Figure 1. Metal 1.
(6 px per um) Supply wires on this layer in gray. Cells faint in the background.
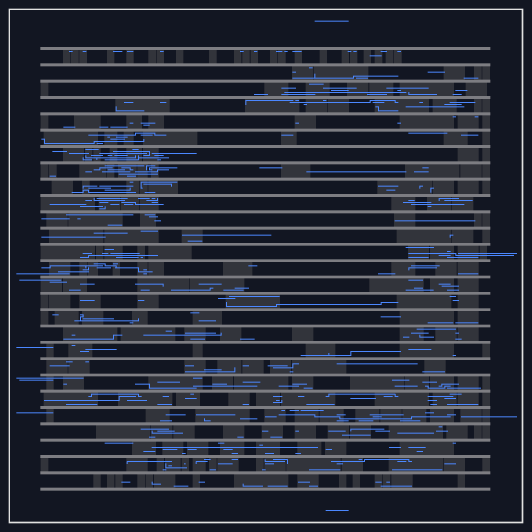
Figure 2. Signal wires on met2.
(6 px per um)
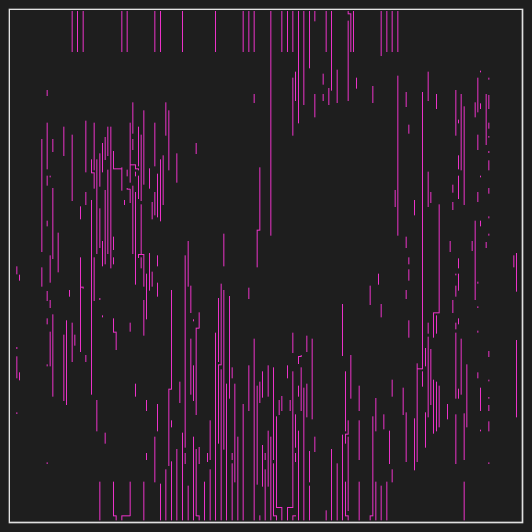
Figure 3. Metal 3.
(6 px per um) Cells faint in the background.
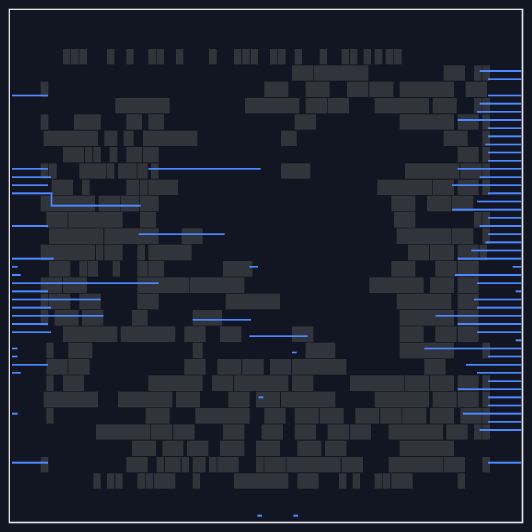
==> config.mk <==
export PLATFORM = sky130hd
export DESIGN_NAME = pc_redirect_controller_flat
export DESIGN_NICKNAME = d
export VERILOG_FILES = /design/src/rtl/pc_redirect_pkg.sv /design/src/rtl/pc_redirect_controller_if.sv /design/src/rtl/redirect_perf_counter.sv /design/src/rtl/pc_redirect_controller.sv /design/src/flat_wrapper.sv
export SDC_FILE = /design/constraint.sdc
export NUM_CORES = 1
export LEC_CHECK = 0
export CORE_MARGIN = 5
export CORE_UTILIZATION = 37
export CTS_BUF_LIST = sky130_fd_sc_hd__clkbuf_4 sky130_fd_sc_hd__clkbuf_8
export CTS_CLUSTER_SIZE = 28
export DETAILED_ROUTE_END_ITERATION = 10
export PLACE_DENSITY = 0.85
export SLEW_MARGIN = 10
export SYNTH_ARGS = -nofsm -noshare
export SYNTH_HDL_FRONTEND = slang
export SYNTH_HIERARCHICAL = 1
export SYNTH_SLANG_ARGS = --single-unit
==> constraint.sdc <==
create_clock -name CLK -period 2.5 [get_ports CLK]
set_clock_uncertainty 0.15 [all_clocks]
set_input_delay 0.375 -clock CLK [delete_from_list [all_inputs] [get_ports CLK]]
set_output_delay 0.375 -clock CLK [all_outputs]
set_load 0.03 [all_outputs]
==> GITHUB_STEP_SUMMARY <==
### Metrics collected by this job

| Metric | Value |
|---|---|
| Status | `completed` |
| Util after Layout | `49.1%` |
| Power share of the clock group | `12.4%` |
| Reg2Reg Depth | `3` |
| Post-Syn Area per Cell | `12.0 um2` |
| Crit path DRT | `1.98 ns` |
| Leakage power | `0.00124 uW` |
| Min cycle time layout | `1.89 ns` |
| Htree depth | `2` |
| Setup violators final | `0` |
| Port bufs | `70` |
| Number of routed nets with antenna violations | `0` |
| Antenna violations before repair | `0` |
| Seq pwr share | `33.0%` |
| Core Area | `5510 um2` |
| Avg WL per Cell | `12.8 um` |
| Gp weighted congestion | `0.746` |
| Fin Setup TNS | `0 ns` |
| YS warnings | `6` |
| FF+latch count, synth | `39` |
| Delay-heaviest family, CP | `buffers and inverters` |
| Cell area after layout | `2700 um2` |
| Hold depth | `1` |
| Worst hold slack | `0.345 ns` |
| Synth Seq Share | `46.5%` |
| Int Power | `1950 uW` |
| Clock Pin Slew Worst Setup and Hold Paths | `0.08 ns` |
| Max-slew violation count | `0` |
| Area after DPL | `2610 um2` |
| Most frequent logic cell in the layout | `clkdlybuf4s50_1` |
Back to the opening pictures, Figure 1:
wire length on this layer: 1340 um
nets with wire on the layer: 208
share of all routed wire: 33%
longest straight run: 27.6 um
final wirelength: 4120 um
met1 Resource Use GR: 10.9%
total number of vias: 1277

Back to the opening pictures, Figure 2:
longest straight run: 46.1 um
share of all routed wire: 53%
wire length on this layer: 2180 um
main direction: vertical
nets with wire on the layer: 274
met2 Resource Use GR: 18.9%

Back to the opening pictures, Figure 3:
main direction: horizontal
share of all routed wire: 13%
met3 usage: 5.05%

==> power groups by stage <==
| stage | combinational, uW | sequential [uW] | clock (uW) |
|---|---|---|---|
| 6_report | 1860 | 1130 | 421 |
| 5_1_grt | 1960 | 1170 | 473 |
| 4_1_cts | 1880 | 1130 | 442 |
| 3_5_place_dp | 1880 | 1140 | 0 |
| 3_3_place_gp | 1840 | 1120 | 0 |
| 2_1_floorplan | 733 | 1640 | 0 |
==> layout make-up <==
cell class | instances | area share, %
Timing Repair Buffer | 73 | 27.2
Clock buffer | 5 | 2.55
Sequential cell | 39 | 36.1
Multi-Input combinational cell | 122 | 29.0
Clock inverter | 3 | 0.741
Inverter | 7 | 0.973
Tap cell | 72 | 3.33
==> metal layers <==
| metal | vias up | global-route usage [%] | share of wire [%] |
|---|---|---|---|
| met2 | 76 | 18.9 | 53 |
| li1 | 580 | - | - |
| met1 | 612 | 10.9 | 33 |
| met5 | - | 0 | 0 |
| met3 | 9 | 5.05 | 13 |
| met4 | 0 | 3.17 | 1.5 |
==> synthesized netlist by cell type (all sizes together) <==
cell type  instances  area share [%]
ha                 2             1.2
buf               72              26
nor2               2            0.36
a31o               2            0.83
inv                7             1.3
conb               1            0.18
o21ai              2            0.48
o211ai             2            0.72
a21o               2            0.72
mux2              30              16
nor4b              2             1.6
or3b               1            0.42
mux2i              2            0.95
nand2              3            0.54
o31ai              1            0.36
dfrtp             39              47
and2               1            0.30
nand2b             2            0.60
a21oi              2            0.48
==> kinds of logic after synthesis <==
kind of cell	after synthesis	share of synthesized area, %
other cells	1	0.179
flops	39	46.5
compound gates	11	3.58
simple gates	11	3.76
buf+inv	79	27.7
mux	32	17.1
fa+ha+maj	2	1.19
Power figures rest on the tool's default switching activity, not on a simulated workload.
